--- src/rtl/layer_seq_ctrl_if.sv ---
// Bundle of the data, configuration and status signals of layer_seq_ctrl.
//
// Handshake: a transfer happens on a rising clk edge where both valid and
// ready of the same channel are 1. The producer holds data stable while
// valid is 1 and ready is 0. The consumer may raise or lower ready at any
// time. This applies to the in_* channel (the block consumes) and to the
// out_* channel (the block produces).
interface layer_seq_ctrl_if #(
    parameter int NEURONS  = 4,
    parameter int FAN_IN   = 6,
    parameter int OUT_BITS = 2
);
    localparam int IDX_W = $clog2(NEURONS);

    logic [NEURONS*FAN_IN-1:0]   in_data;
    logic                        in_valid;
    logic                        in_ready;
    logic [NEURONS*OUT_BITS-1:0] out_data;
    logic                        out_valid;
    logic                        out_ready;
    logic                        cfg_we;
    logic [IDX_W+FAN_IN-1:0]     cfg_addr;
    logic [OUT_BITS-1:0]         cfg_data;
    logic                        busy;
    logic                        cfg_err;
    logic [1:0]                  dbg_state;

    modport master (
        output in_data, in_valid, out_ready, cfg_we, cfg_addr, cfg_data,
        input  in_ready, out_data, out_valid, busy, cfg_err, dbg_state
    );

    modport slave (
        input  in_data, in_valid, out_ready, cfg_we, cfg_addr, cfg_data,
        output in_ready, out_data, out_valid, busy, cfg_err, dbg_state
    );
endinterface

--- src/rtl/layer_seq_ctrl.sv ---
// Time-multiplexed LUT neuron layer: one input vector is latched, then one
// neuron per cycle looks up its truth table, and the assembled result is
// offered on the output channel. Truth tables are writable only while idle.
module layer_seq_ctrl #(
    parameter int NEURONS  = 4,
    parameter int FAN_IN   = 6,
    parameter int OUT_BITS = 2
) (
    input logic             clk,
    input logic             rst,
    layer_seq_ctrl_if.slave bus
);
    localparam int IDX_W  = $clog2(NEURONS);
    localparam int ADDR_W = IDX_W + FAN_IN;
    localparam int DEPTH  = NEURONS * (2 ** FAN_IN);
    localparam logic [IDX_W-1:0] LAST_IDX = IDX_W'(NEURONS - 1);

    typedef enum logic [1:0] {
        IDLE = 2'd0,
        EVAL = 2'd1,
        DONE = 2'd2
    } state_t;

    state_t                      state;
    logic [IDX_W-1:0]            idx;
    logic [NEURONS*FAN_IN-1:0]   in_lat;
    logic [NEURONS*OUT_BITS-1:0] out_data_r;
    logic                        out_valid_r;
    logic                        in_ready_r;
    logic                        busy_r;
    logic                        cfg_err_r;

    logic [OUT_BITS-1:0]         lut [DEPTH];
    logic [ADDR_W-1:0]           lut_addr;
    logic [OUT_BITS-1:0]         lut_out;
    logic                        cfg_write;

    // Table lookup for the neuron currently being evaluated.
    always_comb begin
        lut_addr = {idx, in_lat[idx*FAN_IN +: FAN_IN]};
        lut_out  = lut[lut_addr];
    end

    // Writes only land while idle so a running evaluation sees a fixed table.
    assign cfg_write = bus.cfg_we && (state == IDLE);

    // Truth-table storage, cleared by reset.
    always_ff @(posedge clk or posedge rst) begin
        if (rst) begin
            for (int i = 0; i < DEPTH; i++) begin
                lut[i] <= '0;
            end
        end else if (cfg_write) begin
            lut[bus.cfg_addr] <= bus.cfg_data;
        end
    end

    // Sequencer: accept a vector, evaluate one neuron per cycle, hold the result.
    always_ff @(posedge clk or posedge rst) begin
        if (rst) begin
            state       <= IDLE;
            idx         <= '0;
            in_lat      <= '0;
            out_data_r  <= '0;
            out_valid_r <= 1'b0;
            in_ready_r  <= 1'b1;
            busy_r      <= 1'b0;
            cfg_err_r   <= 1'b0;
        end else begin
            if (bus.cfg_we && (state != IDLE)) begin
                cfg_err_r <= 1'b1;
            end
            case (state)
                IDLE: begin
                    if (bus.in_valid) begin
                        in_lat     <= bus.in_data;
                        idx        <= '0;
                        state      <= EVAL;
                        in_ready_r <= 1'b0;
                        busy_r     <= 1'b1;
                    end
                end
                EVAL: begin
                    out_data_r[idx*OUT_BITS +: OUT_BITS] <= lut_out;
                    idx <= idx + IDX_W'(1);
                    if (idx == LAST_IDX) begin
                        state       <= DONE;
                        out_valid_r <= 1'b1;
                    end
                end
                DONE: begin
                    if (bus.out_ready) begin
                        state       <= IDLE;
                        out_valid_r <= 1'b0;
                        in_ready_r  <= 1'b1;
                        busy_r      <= 1'b0;
                    end
                end
                default: begin
                    state <= IDLE;
                end
            endcase
        end
    end

    assign bus.in_ready  = in_ready_r;
    assign bus.out_data  = out_data_r;
    assign bus.out_valid = out_valid_r;
    assign bus.busy      = busy_r;
    assign bus.cfg_err   = cfg_err_r;
    assign bus.dbg_state = state;
endmodule

--- src/flat_wrapper.sv ---
// flat-port wrapper written by rule: the top's interface ports become plain ports
module layer_seq_ctrl_flat 
#(
    parameter int NEURONS  = 4,
    parameter int FAN_IN   = 6,
    parameter int OUT_BITS = 2
)
  (clk, rst, bus_in_data, bus_in_valid, bus_out_ready, bus_cfg_we, bus_cfg_addr, bus_cfg_data, bus_in_ready, bus_out_data, bus_out_valid, bus_busy, bus_cfg_err, bus_dbg_state);
  layer_seq_ctrl_if #(.NEURONS(NEURONS), .FAN_IN(FAN_IN), .OUT_BITS(OUT_BITS)) bus_i ();
  input logic clk;
  input logic rst;
  input wire logic [$bits(bus_i.in_data)-1:0] bus_in_data;
  input wire logic [$bits(bus_i.in_valid)-1:0] bus_in_valid;
  input wire logic [$bits(bus_i.out_ready)-1:0] bus_out_ready;
  input wire logic [$bits(bus_i.cfg_we)-1:0] bus_cfg_we;
  input wire logic [$bits(bus_i.cfg_addr)-1:0] bus_cfg_addr;
  input wire logic [$bits(bus_i.cfg_data)-1:0] bus_cfg_data;
  output wire logic [$bits(bus_i.in_ready)-1:0] bus_in_ready;
  output wire logic [$bits(bus_i.out_data)-1:0] bus_out_data;
  output wire logic [$bits(bus_i.out_valid)-1:0] bus_out_valid;
  output wire logic [$bits(bus_i.busy)-1:0] bus_busy;
  output wire logic [$bits(bus_i.cfg_err)-1:0] bus_cfg_err;
  output wire logic [$bits(bus_i.dbg_state)-1:0] bus_dbg_state;
  assign bus_i.in_data = bus_in_data;
  assign bus_i.in_valid = bus_in_valid;
  assign bus_i.out_ready = bus_out_ready;
  assign bus_i.cfg_we = bus_cfg_we;
  assign bus_i.cfg_addr = bus_cfg_addr;
  assign bus_i.cfg_data = bus_cfg_data;
  assign bus_in_ready = bus_i.in_ready;
  assign bus_out_data = bus_i.out_data;
  assign bus_out_valid = bus_i.out_valid;
  assign bus_busy = bus_i.busy;
  assign bus_cfg_err = bus_i.cfg_err;
  assign bus_dbg_state = bus_i.dbg_state;
  layer_seq_ctrl #(.NEURONS(NEURONS), .FAN_IN(FAN_IN), .OUT_BITS(OUT_BITS)) u_core (.clk(clk), .rst(rst), .bus(bus_i));
endmodule
--- config.mk ---
export PLATFORM = sky130hd
export DESIGN_NAME = layer_seq_ctrl_flat
export DESIGN_NICKNAME = d
export VERILOG_FILES = /design/src/rtl/layer_seq_ctrl_if.sv /design/src/rtl/layer_seq_ctrl.sv /design/src/flat_wrapper.sv
export SDC_FILE = /design/constraint.sdc
export NUM_CORES = 1
export LEC_CHECK = 0
export CAP_MARGIN = 20
export CORE_MARGIN = 10
export CORE_UTILIZATION = 57
export DETAILED_ROUTE_END_ITERATION = 12
export MAX_ROUTING_LAYER = met4
export PLACE_DENSITY = 0.83
export REMOVE_ABC_BUFFERS = 1
export SLEW_MARGIN = 5
export SYNTH_ARGS = -nofsm -noshare
export SYNTH_HDL_FRONTEND = slang
export SYNTH_SLANG_ARGS = --single-unit
--- constraint.sdc ---
create_clock -name clk -period 19.4 [get_ports clk]
set_input_delay 3.88 -clock clk [delete_from_list [all_inputs] [get_ports clk]]
set_output_delay 3.88 -clock clk [all_outputs]
set_load 0.005 [all_outputs]
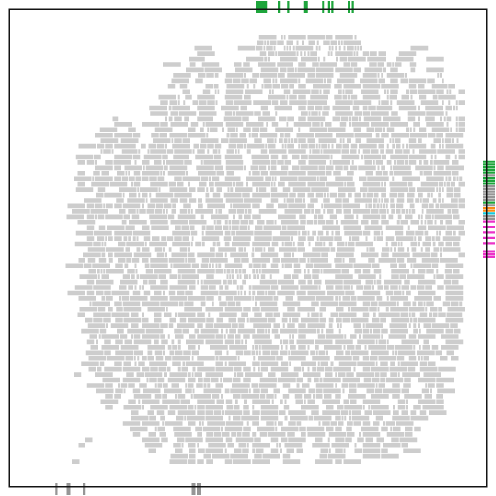
(run_1/pinout.png)
Scale: 2 px per um. Pins as bars across the die edge, other pins in grey.
Key: cyan = bus_cfg_we [pins 1, direction input, edge right]; magenta = bus_out_data [pins 8, direction output, edge right]; orange = bus_dbg_state [pins 2, direction output, edge right]; green = bus_in_data [pins 24, direction input, edge 15 top, 9 right]

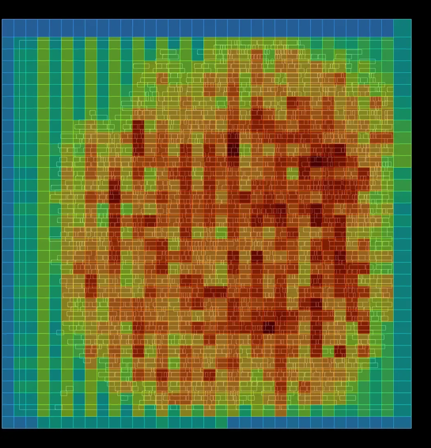
(run_1/congestion_map.png)
GR peak layer: met2
Final Util: 64.07%
M2 GR Usage: 40.12%
GRT Total Usage: 26.27%
met3 Usage GRT: 6.362%

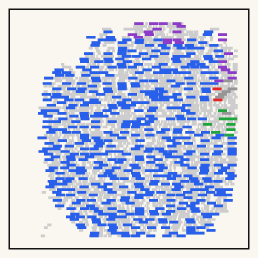
(run_1/ff_map.png)
Scale: 1 px per um. Other sequential cells in the stronger grey, the rest of the logic in the fainter grey.
Key: blue = u_core.lut [placed flops 512]; red = u_core.idx [placed flops 2]; green = u_core.bus.out_data [placed flops 8, where right middle]; purple = u_core.in_lat [placed flops 24]
Another 6 sequential cells are not coloured.
sequential cell power: 0.00130 W
Reg area: 13810 sq um

## run 1: synthesized netlist by cell type (all sizes together), types with 13 or more instances
library cell  instances
a32oi                13
clkbuf              107
mux2i               231
a211oi               20
a22oi                30
nor3                 14
buf                  47
mux4                 18
o21ai                21
dfrtp               551
nand2b               14
nor2b                27
nor2                169
nand3                25
mux2                521
nand2               315
a221oi               30
## run 1: logic make-up after synthesis
family	synth area share (%)
mux	31.70
buf+inv	3.052
simple gates	9.211
flops	50.97
fa+ha+maj	0.2770
compound gates	4.783
## run 1: stage by stage
step                      cell area, sq um  hold slack [ps]  cells  total power [W]  util, %
final                                29960            468.8   2909         0.004055    64.07
after global routing                 29950            500.1   2907         0.004171    64.06
after CTS                            29900            471.3   2903         0.004005    63.96
after detailed placement             27960            452.3   2797         0.002880    59.80
after global placement               27940            453.2   2795         0.002851    59.76
after floorplan                      26300            440.9   2099         0.002426        -
## run 1: final timing paths
path                                                      end  slack [ps]  cells after the start
max reg2reg                u_core.bus.out_data[4]$_DFFE_PP0P_       13960                     11
max in group clk                   u_core.lut[68]$_DFFE_PP0P_       13080                      6
min                            u_core.bus.cfg_err$_DFFE_PP0P_         470                      1
min in group asynchronous         u_core.lut[431]$_DFFE_PP0P_        3850                      2
max                               u_core.lut[435]$_DFFE_PP0P_       13060                      4
min reg2reg                    u_core.bus.cfg_err$_DFFE_PP0P_         470                      1
## run 1: layout make-up
type,instances,area (sq um),share of cell area [%]
well taps,607,759.5,2.535
diodes,2,5.005,0.01671
clock buffers,84,1688,5.635
multi-input cells,1541,12510,41.76
repair buffers,95,889.6,2.970
flip-flops and latches,552,13810,46.12
inverters,6,30.03,0.1002
clock inverters,22,260.3,0.8688
## run 1: layer usage
| layer | track usage (%) | vias up | wire length (um) |
|---|---|---|---|
| li1 | - | 8042 | - |
| met1 | 32.98 | 9785 | 29390 |
| met2 | 40.12 | 880 | 34100 |
| met3 | 6.362 | 262 | 6742 |
| met4 | 11.51 | 0 | 3351 |
| met5 | - | - | 0 |
## run 1: worst reg2reg max path, stage by stage (launching register included)
cell and delay, ps:
dfrtp_1 680, buf_4 460, mux4_4 630, buf_12 580
buf_4 1120, mux2i_1 320, a22oi_1 120, nand3_1 200
nand4_2 200, nor4_4 600, a22oi_2 140, a32o_1 290
## run 1: sequential cells by signal (all words and copies together), names as in the netlist
signal,flops
u_core.bus.in_ready,1
u_core.bus.out_data,8
u_core.in_lat,24
u_core.bus.dbg_state,2
u_core.bus.out_valid,1
u_core.bus.cfg_err,1
u_core.bus.busy,1
u_core.idx,2
u_core.lut,512
## run 1: where the power goes
group | switching (W) | internal (W)
registers | 0.0000606 | 0.00123
clock network | 0.000465 | 0.000668
logic | 0.00107 | 0.000556
total | 0.00160 | 0.00246
==> changes_impl.md, run 1 <==
### Changed

- CP Class: input port to asynchronous set/reset pin
- CP Capture Type: asynchronous set/reset pin
- CP Launch Type: input port
- Max-cap viol count: 0
- Initial antenna violation count: 0
- Crit share post-route: 32.67%
- Setup_tns: 0 ps
- RSZ-0062 raised after global routing: no
- Synth Seq Share: 50.97%
- ANT nets after route: 0
- Worst slack, placed: 12250 ps
- Final setup viols: 0
- Hold_buf cts: 0
- Worst EP required: 20000 ps
- Final #Nets: 2297
- Hold Crit Class: flip-flop to flip-flop
- Max VDD drop: 181.3 uV
- Max transition margin: 19.45%
- DR pass1 iterations: 5
- CP max-delay cell: buf_4
- Leak: 14.18 nW
- Commonest Layout Cell: dfrtp_1
- Buf/Inv on CP: 4
- OpenROAD warning count: 42
- Hold Violations, Final: 0
- Outcome: finished clean
- Final Max Slew Viols: 0
- Worst-path clk slew: 60 ps
- Layout cells sized above 1: 30.39%
- Clk latency late pin: 630 ps
- Core ar.: 46750 sq um
- # DRC: 0
- CTS tree: built
- Hold path startpoint: u_core.bus.cfg_err$_DFFE_PP0P_
- Worst Max-Slew Pin Slew: 1204 ps
- Post-synth cell types: 64
- Synth area leader: dfrtp_1
- CTS root buffer: clkbuf_16
- Final critical-path required period: 6337 ps
- Yosys Chip Area: 27100 sq um
==> inputs of run 2 (changes only) <==
- CORE_UTILIZATION: 57 -> 63
- PLACE_DENSITY: 0.83 -> 0.86
- clock period: 19.4 -> 6.08 ns (I/O delays scaled with it)
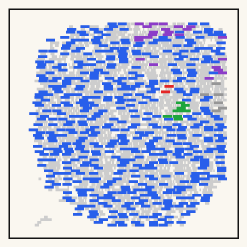
(run_2/ff_map.png)
Scale: 1 px per um. Other sequential cells in the stronger grey, the rest of the logic in the fainter grey.
Key: red = u_core.idx [placed flops 2]; green = u_core.bus.out_data [placed flops 8, where right middle]; purple = u_core.in_lat [placed flops 24]; blue = u_core.lut [placed flops 512, where spread over the die]
Another 6 sequential cells are not coloured.
fraction of area in registers: 46.29%
sequential cell power: 0.00421 W
Final Util: 70.67%

==> run 2 against run 1 <==
Net effect: combinational power went up to 3.1 times the previous value; cell count is 2.5% lower; sequential power went up to 3.2 times the previous value; first-iteration DRC count is 21% higher.
==> changes_impl.md, run 2 <==
### Changed

- Net Sw Power: 0.004975 W
- Hold Violations, Final: 0
- Layout Area Growth over Synthesis: 10.12%
- Most numerous cell in the Yosys netlist: dfrtp_1
- Worst slack, placed: 1078 ps
- Initial antenna violation count: 4
- Reg power frac: 33.2%
- Clock power share: 26.7%
- CP Class: flip-flop to flip-flop
- Switching share of power: 39.24%
- Reg with most FFs: u_core.lut
- Worst-path clk slew: 60 ps
- Final Max Slew Viols: 0
- RSZ-0062 raised after global routing: no
- Max VDD drop: 425.0 uV
- Pint: 0.007704 W
- OpenROAD warning count: 48
- Yosys Chip Area: 27100 sq um
- Max-cap viol count: 0
- Crit share post-route: 85.35%
- Max reg flops: 512
- ANT nets after route: 0
- GRT Total Usage: 30.72%
- CTS root buffer: clkbuf_16
- Hold Crit Class: flip-flop to flip-flop
- Clk latency late pin: 620 ps
- Post-synth cell types: 64
- Max transition margin: 23.11%
- CTS tree: built
- Synth area leader: dfrtp_1
- CP Launch Type: flip-flop
- # DRC: 0
- CP Capture Type: flip-flop
- Outcome: finished clean
- Worst Max-Slew Pin Slew: 1145 ps
- Synth Seq Share: 50.97%
- Overall Power: 0.01268 W
- Worst EP required: 6540 ps
- DR pass1 iterations: 6
- Comb pwr share: 40.1%
- WHS: 462.1 ps
- Final #Nets: 2297
- Synth cell count leaders: 551 x dfrtp_1, 520 x mux2_2, 315 x nand2_1
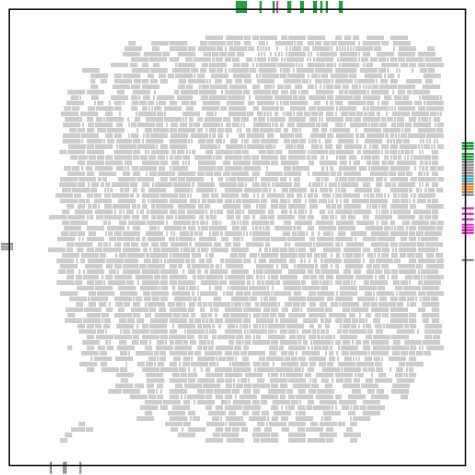
(run_2/pinout.png)
Scale: 2 px per um. Pins as bars across the die edge, other pins in grey.
Key: green = bus_in_data [pins 24, direction input, edge 18 top, 6 right]; orange = bus_dbg_state [pins 2, direction output, edge right]; magenta = bus_out_data [pins 8, direction output, edge 7 right, 1 top]; cyan = bus_cfg_we [pins 1, direction input, edge right]
All pins by edge: 27 right, 19 top, 4 bottom, 3 left.
Vert. Die Dim: 227.4 um
IO buf count: 52
Die Width: 227.4 um

run 2: cell types whose count changed in the layout (fill, tap and decap cells not counted), sizes merged:
cell | before | now
bufinv | 5 | 1
clkinvlp | 4 | 3
inv | 9 | 6
clkinv | 10 | 7
diode | 2 | 5
buf | 42 | 45
run 2: area by class of cell:
| class | count | area, sq um |
|---|---|---|
| antenna | 5 | 12.51 |
| clock buffer | 86 | 1705 |
| clock inverter | 11 | 87.58 |
| fill | 2733 | 12380 |
| inverter | 6 | 30.03 |
| multi-input combinational | 1541 | 12520 |
| sequential | 552 | 13810 |
| tap | 539 | 674.4 |
| timing repair buffer | 96 | 1001 |
run 2: worst max-delay path, cell delays in order, from the launching register on:
cell and delay (ps):
dfrtp_1 800, buf_4 380, mux4_1 860, nor2b_2 970, buf_4 410, a221oi_1 120
a221oi_1 420, a311oi_1 120, nor4_1 750, o41ai_1 200
run 2: cells by family (layout without fill, tap and decap cells):
logic type	after synthesis	count (layout)	share of synthesized area, %
other	0	5	0
buffers and inverters	160	199	3.052
flip-flops	552	552	50.97
AND/OR/NAND/NOR	594	594	9.211
AND-OR/OR-AND	171	171	4.783
adder cells (fa/ha/maj)	6	6	0.2770
multiplexers	770	770	31.70
run 2: power by group through the flow:
| stage | sequential, W | clock (W) | combinational [W] |
|---|---|---|---|
| 2_1_floorplan | 0.00417 | 0 | 0.00342 |
| 3_3_place_gp | 0.00423 | 0 | 0.00469 |
| 3_5_place_dp | 0.00425 | 0 | 0.00482 |
| 4_1_cts | 0.00419 | 0.00340 | 0.00487 |
| 5_1_grt | 0.00423 | 0.00355 | 0.00525 |
| 6_report | 0.00421 | 0.00339 | 0.00508 |
run 2: layer usage:
metal | share of wire (%) | track usage (%) | vias to the layer above
met5 | 0 | - | -
met4 | 5.0 | 14.96 | 0
met3 | 11 | 7.927 | 300
met2 | 46 | 46.60 | 1220
met1 | 38 | 37.95 | 9887
li1 | - | - | 8039
run 2: worst paths after layout:
kind | from | to | slack, ps | cells past startpoint
min reg2reg | u_core.bus.cfg_err$_DFFE_PP0P_ | u_core.bus.cfg_err$_DFFE_PP0P_ | 460 | 1
min in group asynchronous | rst | u_core.lut[389]$_DFFE_PP0P_ | 1180 | 2
max in group asynchronous | rst | u_core.lut[79]$_DFFE_PP0P_ | 3710 | 3
max reg2reg | u_core.idx[0]$_DFFE_PP0P_ | u_core.bus.out_data[1]$_DFFE_PP0P_ | 890 | 9
max | u_core.idx[0]$_DFFE_PP0P_ | u_core.bus.out_data[1]$_DFFE_PP0P_ | 890 | 9
min | u_core.bus.cfg_err$_DFFE_PP0P_ | u_core.bus.cfg_err$_DFFE_PP0P_ | 460 | 1
run 2: metrics by stage:
step | cell area [sq um] | instances | TNS [ps] | utilization, %
global route | 29840 | 2835 | 0 | 70.67
floorplan | 26300 | 2099 | -5837190 | -
global placement | 27950 | 2728 | 0 | 66.18
detailed placement | 27980 | 2730 | 0 | 66.26
CTS | 29770 | 2827 | 0 | 70.51
finish | 29840 | 2836 | 0 | 70.67
No activity file was given, so power comes from the tool's default toggle rates.
